Fig. 1: drive-strength map
Bar = 20 um.
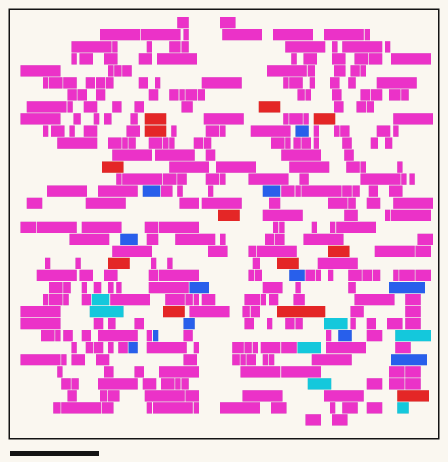
Fig. 2: clock network drawn from the DEF
Bar = 20 um.
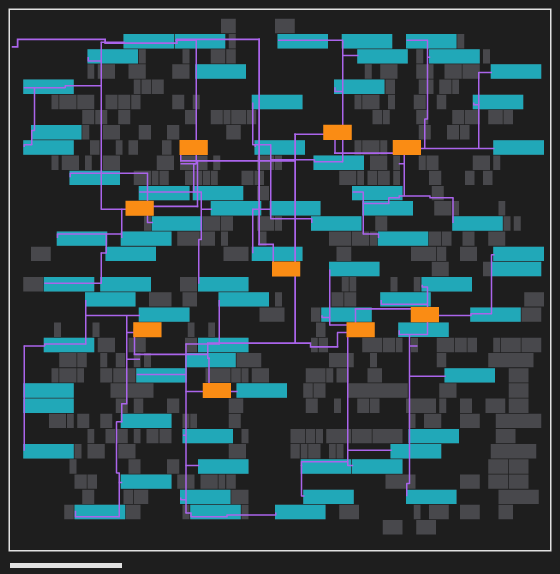
===== src/rtl/move_entry.sv =====
// move_entry: turns three bouncy push buttons (next / prev / confirm) into a
// cursor over a 3x3 board and single-cycle move / reject strobes for the
// tic-tac-toe engine. Each button is synchronized, debounced, and edge
// detected. The confirm handling is locked out until the button is released.
module move_entry #(
    parameter int unsigned DEBOUNCE_CYCLES = 16,
    parameter int unsigned CNT_W           = 16
) (
    input  logic       clk,
    input  logic       rst_n,
    input  logic       btn_next,
    input  logic       btn_prev,
    input  logic       btn_confirm,
    input  logic       enable,
    input  logic [8:0] occupied,
    output logic       move_valid,
    output logic [3:0] move_pos,
    output logic       reject,
    output logic [3:0] cursor
);

    // Counter value on which a persistent level difference is accepted.
    localparam logic [CNT_W-1:0] CNT_LAST = CNT_W'(DEBOUNCE_CYCLES - 1);

    // Button lanes: 0 = next, 1 = prev, 2 = confirm.
    localparam int unsigned NB = 3;

    // Cursor step forward, wrapping 8 -> 0; any out-of-range value recovers to 0.
    function automatic logic [3:0] cursor_inc(input logic [3:0] c);
        logic [3:0] r;
        if (c >= 4'd8) begin
            r = 4'd0;
        end else begin
            r = c + 4'd1;
        end
        return r;
    endfunction

    // Cursor step back, wrapping 0 -> 8; any out-of-range value recovers to 8.
    function automatic logic [3:0] cursor_dec(input logic [3:0] c);
        logic [3:0] r;
        if ((c == 4'd0) || (c > 4'd8)) begin
            r = 4'd8;
        end else begin
            r = c - 4'd1;
        end
        return r;
    endfunction

    logic [NB-1:0]    raw_s;
    logic [NB-1:0]    sync1_r;
    logic [NB-1:0]    sync2_r;
    logic [NB-1:0]    stable_r;
    logic [NB-1:0]    stable_next_s;
    logic [CNT_W-1:0] cnt_r      [NB];
    logic [CNT_W-1:0] cnt_next_s [NB];
    logic [NB-1:0]    rise_s;
    logic [NB-1:0]    rise_r;

    logic             lock_r;
    logic             lock_next_s;
    logic             confirm_ev_s;
    logic [3:0]       cursor_r;
    logic [3:0]       cursor_next_s;
    logic             move_valid_r;
    logic             move_valid_next_s;
    logic             reject_r;
    logic             reject_next_s;
    logic [3:0]       move_pos_r;
    logic [3:0]       move_pos_next_s;

    assign raw_s = {btn_confirm, btn_prev, btn_next};

    // Two-flop synchronizers for the asynchronous button inputs.
    always_ff @(posedge clk or negedge rst_n) begin
        if (!rst_n) begin
            sync1_r <= 3'b000;
            sync2_r <= 3'b000;
        end else begin
            sync1_r <= raw_s;
            sync2_r <= sync1_r;
        end
    end

    // Debounce next-state: accept a new level after DEBOUNCE_CYCLES differing samples.
    always_comb begin
        stable_next_s = stable_r;
        rise_s        = 3'b000;
        for (int b = 0; b < NB; b++) begin
            cnt_next_s[b] = '0;
            if (sync2_r[b] == stable_r[b]) begin
                cnt_next_s[b] = '0;
            end else if (cnt_r[b] == CNT_LAST) begin
                stable_next_s[b] = sync2_r[b];
                cnt_next_s[b]    = '0;
                rise_s[b]        = sync2_r[b];
            end else begin
                cnt_next_s[b] = cnt_r[b] + CNT_W'(1);
            end
        end
    end

    // Debounce state and registered one-cycle rising-edge events.
    always_ff @(posedge clk or negedge rst_n) begin
        if (!rst_n) begin
            stable_r <= 3'b000;
            rise_r   <= 3'b000;
            for (int b = 0; b < NB; b++) begin
                cnt_r[b] <= '0;
            end
        end else begin
            stable_r <= stable_next_s;
            rise_r   <= rise_s;
            for (int b = 0; b < NB; b++) begin
                cnt_r[b] <= cnt_next_s[b];
            end
        end
    end

    assign confirm_ev_s = rise_r[2] & ~lock_r;

    // Move control: confirm wins over cursor motion; next+prev together cancel.
    always_comb begin
        cursor_next_s     = cursor_r;
        move_valid_next_s = 1'b0;
        reject_next_s     = 1'b0;
        move_pos_next_s   = move_pos_r;
        lock_next_s       = lock_r;
        if (confirm_ev_s) begin
            lock_next_s = 1'b1;
            if (enable && !occupied[cursor_r]) begin
                move_valid_next_s = 1'b1;
                move_pos_next_s   = cursor_r;
            end else begin
                reject_next_s = 1'b1;
            end
        end else begin
            case ({rise_r[1], rise_r[0]})
                2'b01:   cursor_next_s = cursor_inc(cursor_r);
                2'b10:   cursor_next_s = cursor_dec(cursor_r);
                default: cursor_next_s = cursor_r;
            endcase
            if (!stable_r[2]) begin
                lock_next_s = 1'b0;
            end else begin
                lock_next_s = lock_r;
            end
        end
    end

    // Registered cursor, strobes, move position and confirm lockout.
    always_ff @(posedge clk or negedge rst_n) begin
        if (!rst_n) begin
            cursor_r     <= 4'd0;
            move_valid_r <= 1'b0;
            reject_r     <= 1'b0;
            move_pos_r   <= 4'd0;
            lock_r       <= 1'b0;
        end else begin
            cursor_r     <= cursor_next_s;
            move_valid_r <= move_valid_next_s;
            reject_r     <= reject_next_s;
            move_pos_r   <= move_pos_next_s;
            lock_r       <= lock_next_s;
        end
    end

    assign cursor     = cursor_r;
    assign move_valid = move_valid_r;
    assign reject     = reject_r;
    assign move_pos   = move_pos_r;

endmodule


===== config.mk =====
export PLATFORM = sky130hd
export DESIGN_NAME = move_entry
export DESIGN_NICKNAME = d
export VERILOG_FILES = /design/src/rtl/move_entry.sv
export SDC_FILE = /design/constraint.sdc
export NUM_CORES = 1
export LEC_CHECK = 0
export CAP_MARGIN = 20
export CELL_PAD_IN_SITES_DETAIL_PLACEMENT = 0
export CELL_PAD_IN_SITES_GLOBAL_PLACEMENT = 2
export CORE_UTILIZATION = 38
export DETAILED_ROUTE_END_ITERATION = 10
export PLACE_DENSITY_LB_ADDON = 0.1
export SLEW_MARGIN = 0
export SYNTH_ARGS = -nofsm -noshare
export SYNTH_HDL_FRONTEND = slang
export SYNTH_SLANG_ARGS = --single-unit
export TNS_END_PERCENT = 10

===== constraint.sdc =====
create_clock -name clk -period 2.4 [get_ports clk]
set_input_delay 0.36 -clock clk [delete_from_list [all_inputs] [get_ports clk]]
set_output_delay 0.36 -clock clk [all_outputs]
set_load 0.01 [all_outputs]

==> impl_metrics.py <==
# Auto-generated metrics
metrics = {
    "synthesis": {
        "yosysUniqueCellTypes": 47,
        "top_cell_area_share_pct": 52.1,
        "yosys_area_um2": 3410,
    },
    "finish": {
        "largest_register_ffs": 48,
        "area_delta_synth_final_pct": 15.7,
    },
    "grt": {
        "use_met1_pct": 19.1,
        "grt_max_degree": 72,
        "antenna_found_initial": 0,
    },
    "worst_setup_path": {
        "worstSetupStartpointType": "flop",
        "path_depth": 4,
        "timing.rr.start": "cursor[0]$_DFFE_PN0P_",
        "timing.critical_path.buf_inv": 0,
        "startpoint": "cursor[0]$_DFFE_PN0P_",
    },
    "status": {
        "run_status": "finished, final reports clean",
    },
    "routing": {
        "totalWireLength_um": 6530,
        "drc": 0,
    },
    "clocking": {
        "clock_sinks": 71,
        "cts_root_buf": "clkbuf_8",
        "cts_max_path_buffers": 2,
    },
    "sta": {
        "hold_violations": 0,
        "fin_ws_ps": 459,
        "finalClockSkew_ps": 7.57,
    },
    "place": {
        "dp.cells": 451,
        "dpl.hpwl_um": 4300,
    },
    "die": {
        "fp_util_pct": 39.1,
    },
    "pwr": {
        "p_switching_uw": 483,
    },
    "run": {
        "warning_count": 27,
    },
}
Notes on Fig. 1 above:
magenta -> drive 1 or less  # cells 326
red -> drive 6 and up  # cells 12
cyan -> drive 3 to 4  # cells 7
blue -> drive 2  # cells 12

Notes on Fig. 2 above:
orange -> cells driving clock nets  # count 9
purple -> clock wires  # length 1000 um
cyan -> flip-flops  # count 71
flops lie = widely spread

## final cells by class
class	count	area, um^2	area share, %
clock inverter	1	30.0	0.761
clock buffer	13	149	3.78
inverter	15	56.3	1.43
timing repair buffer	25	258	6.54
multi-input combinational	232	1540	39.0
sequential	71	1780	45.1
tap	108	135	3.43
## layer usage
layer	up-vias	share of wire [%]
met2	30	46
li1	1209	-
met1	1173	49
met3	8	3.9
met5	-	0
met4	0	1.3
## cells in the final DEF, fill, tap and decap left out, types with 3 or more instances in the layout
cell and n:
a21oi_1 9, a31oi_1 4, and3_1 7, clkbuf_1 3, clkbuf_8 10, clkdlybuf4s50_1 23, dfrtp_1 71, ha_1 6
inv_1 14, mux2_2 3, mux2_4 3, nand2_1 15, nand3_1 14, nand4_1 15, nor2_1 49, nor3_1 10
nor3b_1 4, nor4_1 16, o31ai_1 4, or2_1 3, or4_1 4, xnor2_1 26, xor2_1 13
## kinds of logic after synthesis
group / after synthesis / share of synthesized area, %
buffers and inverters: 22 / 2.72
xor gates and xnor gates: 39 / 10.0
AOI/OAI and AO/OA: 28 / 5.36
DFF: 71 / 52.1
muxes: 9 / 4.29
adders and majority gates: 6 / 2.20
and+or+nand+nor: 150 / 23.3
## power groups by stage
stage	registers, uW	logic (uW)	clock network, uW
3_3_place_gp	1250	94.8	0
3_5_place_dp	1250	96.4	0
6_report	1230	91.8	915
4_1_cts	1230	96.5	959
2_1_floorplan	1250	36.3	0
5_1_grt	1230	106	1000
## through the flow
step / area, um^2 / util, % / hold WS, ps
finish: 3940 / 45.2 / 26.9
global route: 3940 / 45.2 / 55.5
CTS: 3940 / 45.2 / 37.4
detailed placement: 3760 / 43.2 / 336
global placement: 3760 / 43.2 / 334
floorplan: 3410 / - / 64.4
Power and IR drop assume default switching activity.
